[config.mk]
export PLATFORM = sky130hd
export DESIGN_NAME = imem_loader
export DESIGN_NICKNAME = d
export VERILOG_FILES = /design/src/rtl/imem_loader.sv
export SDC_FILE = /design/constraint.sdc
export NUM_CORES = 1
export LEC_CHECK = 0
export CAP_MARGIN = 20
export CORE_AREA = 8 8 94 96
export DETAILED_ROUTE_END_ITERATION = 8
export DIE_AREA = 0 0 102 104
export DONT_BUFFER_PORTS = 1
export SYNTH_ARGS = -nofsm -noshare
export SYNTH_HDL_FRONTEND = slang
export SYNTH_SLANG_ARGS = --single-unit
[constraint.sdc]
create_clock -name clk -period 3.1 [get_ports clk]
set_input_delay 0.62 -clock clk [delete_from_list [all_inputs] [get_ports clk]]
set_output_delay 0.62 -clock clk [all_outputs]
set_load 0.03 [all_outputs]
[src/rtl/imem_loader.sv]
// Byte-stream loader for the 64-word instruction RAM: packs big-endian words and holds the core while loading.
// Optional trailing XOR checksum byte is enabled by defining IMEM_LOADER_CHECKSUM_EN.
module imem_loader #(
  parameter int DEPTH_WORDS = 64,
  parameter int ADDR_W      = 6
) (
  input  logic              clk,
  input  logic              reset,
  input  logic              start,
  input  logic [ADDR_W:0]   num_words,
  input  logic              in_valid,
  input  logic [7:0]        in_data,
  output logic              in_ready,
  output logic              imem_we,
  output logic [ADDR_W-1:0] imem_addr,
  output logic [31:0]       imem_wdata,
  output logic              cpu_hold,
  output logic              busy,
  output logic              done,
  output logic              error
);

`ifdef IMEM_LOADER_CHECKSUM_EN
  typedef enum logic [1:0] {IDLE = 2'd0, LOAD = 2'd1, FIN = 2'd2, CHECK = 2'd3} state_t;
`else
  typedef enum logic [1:0] {IDLE = 2'd0, LOAD = 2'd1, FIN = 2'd2} state_t;
`endif

  localparam logic [ADDR_W:0] DEPTH_L = (ADDR_W+1)'(DEPTH_WORDS);

  state_t              state, state_d;
  logic [1:0]          byte_cnt;
  logic [ADDR_W-1:0]   word_idx;
  logic [ADDR_W:0]     nwords_q;
  logic [23:0]         asm_q;

  logic                xfer, start_ok, word_end, last_word, last_byte;
  logic                in_ready_d, imem_we_d, cpu_hold_d, busy_d, done_d, error_d;
  logic [ADDR_W-1:0]   imem_addr_d;
  logic [31:0]         imem_wdata_d;

`ifdef IMEM_LOADER_CHECKSUM_EN
  logic [7:0]          csum_q;
`endif

  assign xfer      = in_valid & in_ready;
  assign start_ok  = start && (num_words != '0) && (num_words <= DEPTH_L);
  assign word_end  = (state == LOAD) && xfer && (byte_cnt == 2'd3);
  assign last_word = (({1'b0, word_idx} + (ADDR_W+1)'(1)) == nwords_q);
  assign last_byte = word_end && last_word;

  // next state
  always_comb begin
    state_d = state;
    case (state)
      IDLE: if (start_ok) state_d = LOAD;
`ifdef IMEM_LOADER_CHECKSUM_EN
      LOAD:  if (last_byte) state_d = CHECK;
      CHECK: if (xfer) state_d = FIN;
`else
      // in_ready low in LOAD means the last word's write is going out this cycle
      LOAD: if (!in_ready) state_d = FIN;
`endif
      FIN:     state_d = IDLE;
      default: state_d = IDLE;
    endcase
  end

  // next values of the registered outputs
  always_comb begin
    imem_we_d    = word_end;
    imem_addr_d  = imem_addr;
    imem_wdata_d = imem_wdata;
    if (word_end) begin
      imem_addr_d  = word_idx;
      imem_wdata_d = {asm_q, in_data};
    end
    in_ready_d = (state_d == LOAD) && !last_byte;
    cpu_hold_d = (state_d == LOAD);
`ifdef IMEM_LOADER_CHECKSUM_EN
    if (state_d == CHECK) begin
      in_ready_d = 1'b1;
      cpu_hold_d = 1'b1;
    end
`endif
    busy_d  = (state_d != IDLE);
    done_d  = (state_d == FIN) || ((state == IDLE) && start && (num_words == '0));
    error_d = error;
    if (state == IDLE && start) begin
      if (num_words > DEPTH_L) error_d = 1'b1;
      else if (start_ok)       error_d = 1'b0;
    end
`ifdef IMEM_LOADER_CHECKSUM_EN
    if (state == CHECK && xfer && (in_data != csum_q)) error_d = 1'b1;
`endif
  end

  // state, datapath and output registers
  always_ff @(posedge clk or posedge reset) begin
    if (reset) begin
      state      <= IDLE;
      byte_cnt   <= '0;
      word_idx   <= '0;
      nwords_q   <= '0;
      asm_q      <= '0;
      in_ready   <= 1'b0;
      imem_we    <= 1'b0;
      imem_addr  <= '0;
      imem_wdata <= '0;
      cpu_hold   <= 1'b0;
      busy       <= 1'b0;
      done       <= 1'b0;
      error      <= 1'b0;
    end else begin
      state      <= state_d;
      in_ready   <= in_ready_d;
      imem_we    <= imem_we_d;
      imem_addr  <= imem_addr_d;
      imem_wdata <= imem_wdata_d;
      cpu_hold   <= cpu_hold_d;
      busy       <= busy_d;
      done       <= done_d;
      error      <= error_d;
      if (state == IDLE && start_ok) begin
        nwords_q <= num_words;
        byte_cnt <= '0;
        word_idx <= '0;
        asm_q    <= '0;
      end else if (state == LOAD && xfer) begin
        byte_cnt <= byte_cnt + 2'd1;
        asm_q    <= {asm_q[15:0], in_data};
        // index parks on the last word rather than wrapping past the RAM
        if (byte_cnt == 2'd3 && !last_word) word_idx <= word_idx + 1'b1;
      end
    end
  end

`ifdef IMEM_LOADER_CHECKSUM_EN
  always_ff @(posedge clk or posedge reset) begin
    if (reset)                          csum_q <= '0;
    else if (state == IDLE && start_ok) csum_q <= '0;
    else if (state == LOAD && xfer)     csum_q <= csum_q ^ in_data;
  end
`endif

endmodule

Fig. 1: placed standard cells
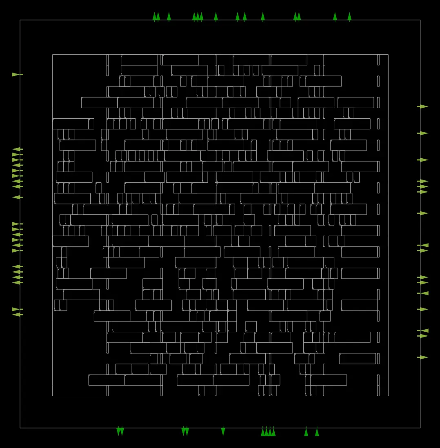
final cell count without fillers: 481
flip-flops: 85

Fig. 2: met2 routing
Cells faint in the background.
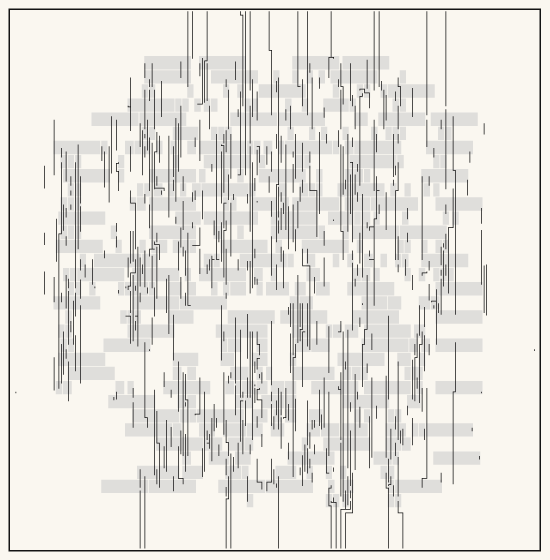
wire length on this layer	3,160 µm
longest straight run	32.6 µm
main direction	vertical

Fig. 3: cell classes on the final placement
Fill, decap, tap and diode cells in grey.
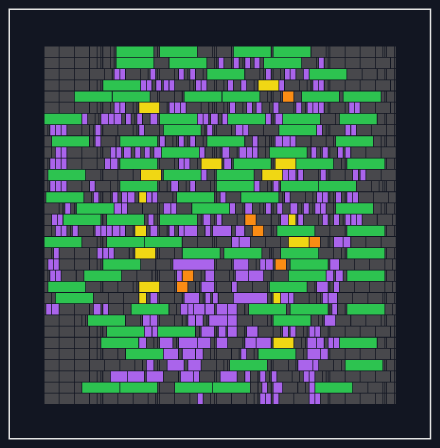
colour	class	cells
purple	remaining logic cells	272
orange	remaining buffers and delay cells	7
yellow	clock drivers and dummy loads	15
green	sequential cells	85

==> results.yml <==
# physical design summary
die:
  die_area_mm2: 0.0106
  die_y_um: 104
  fp.dieW_um: 102
  floorplan.rows: 32
logic_synthesis:
  post_synth_xor_area_fraction_pct: 3.11
  synth.mux.area_fraction_pct: 2.16
  synth_top_area_share_pct: 60.1
  yosys.area_share.aoi_pct: 7.92
  simple_gate_share_pct: 23.0
  synth.top_cells.by_area: "sky130_fd_sc_hd__dfrtp_1 60%, sky130_fd_sc_hd__nand2_1 18%, sky130_fd_sc_hd__a21oi_1 3.8%"
  netlist_top_cells_count: "172 x sky130_fd_sc_hd__nand2_1, 85 x sky130_fd_sc_hd__dfrtp_1, 27 x sky130_fd_sc_hd__a21oi_1, 13 x sky130_fd_sc_hd__clkbuf_1"
  synth.most_common_cell: "sky130_fd_sc_hd__nand2_1"
  netlist_instances: 376
  flop_cell: "sky130_fd_sc_hd__dfrtp_1"
  yosysWarnings: 0
  syn-num-nets: 397
final_layout:
  antenna_cells: 0
  flow.area_growth_from_synthesis_pct: 7.50
  final_cell_area_mm2: 0.00380
pwr:
  switching_share_pct: 39.0
  power.density_cell_area_mw_per_mm2: 770
  power.static_leakage_nw: 1.90
  seq_power_share_pct: 65.6
  p_int_mw: 1.78
drt:
  drt-total-wl_um: 7320
  drt_drc_violations_left: 0
  initialDrtViolationCount: 104
critical_path:
  timing.setup.critical_path_class: "reg -> reg"
  critical_path.startpoint_type: "flip-flop"
  critPathCapture: "word_idx[2]$_DFFE_PP0P_"
  worst_r2r_startpoint: "word_idx[0]$_DFFE_PP0P_"
  timing.critical_path.cells: "ha_1, nand2b_1, o211ai_1, a31oi_2, o41ai_4, mux2i_1, a21o_1"
clock_network:
  cts_setup_buffers: 0
  cts_buffer_depth: 2
  clkTransAtPathRegs_ns: 0.08
  worst_skew_pair.late_latency_ns: 0.34
  post_cts_hold_buffer_count: 0
  cts_max_level: 3
grt:
  grt_pass1_wl_um: 12700
  globalRouteOverflowTotal: 0
status:
  result_of_the_run: "finished clean"
sta:
  totalNegativeSetupSlack_ns: 0
run:
  cap_violations: 0
cell usage in the layout (no fill, tap or decap), drive strengths merged, types with 2 or more instances in the layout:
cell type	instances
or3	2
xor2	4
nand3	9
o21ai	9
clkinv	5
nor3b	2
xnor2	6
nand2b	3
ha	2
inv	5
a21o	2
clkbuf	10
o211ai	2
buf	7
dfrtp	85
a21oi	27
mux2i	2
nor2	5
nand2	174
mux2	5
sequential cells by signal, summed over array words and instances, names as in the netlist:
| signal | count |
|---|---|
| byte_cnt | 2 |
| imem_we | 1 |
| imem_wdata | 32 |
| imem_addr | 6 |
| state | 2 |
| cpu_hold | 1 |
| asm_q | 24 |
| busy | 1 |
| word_idx | 6 |
| nwords_q | 7 |
| done | 1 |
| in_ready | 1 |
| error | 1 |
final cells by class:
cell class	instances	share of cell area, %
flip-flops and latches	85	55.9
multi-input cells	266	34.4
clock buffers	10	3.62
well taps	102	3.36
repair buffers	7	1.38
clock inverters	5	0.724
inverters	6	0.625
critical path, delay by kind of cell (launching register included):
family	cells	cell delay (ns)
muxes	1	0.15
and+or+nand+nor	1	0.11
DFF	1	0.47
AOI/OAI and AO/OA	4	1.18
adders and majority gates	1	0.28
power groups by stage:
| stage | combinational [mW] | clock [mW] | sequential, mW |
|---|---|---|---|
| final | 0.333 | 0.674 | 1.92 |
| after detailed placement | 0.343 | 0 | 1.95 |
| after global placement | 0.325 | 0 | 1.95 |
| after global routing | 0.398 | 0.733 | 1.96 |
| after CTS | 0.341 | 0.695 | 1.93 |
| after floorplan | 0.285 | 0 | 1.88 |
routing by layer:
metal | global-route usage (%) | wire (µm) | up-vias
li1 | - | - | 1191
met1 | 19.8 | 3440 | 1141
met2 | 21.4 | 3160 | 58
met3 | 4.82 | 620 | 10
met4 | 6.09 | 97 | 0
met5 | 0 | 0 | -
Power figures rest on the tool's default switching activity, not on a simulated workload.
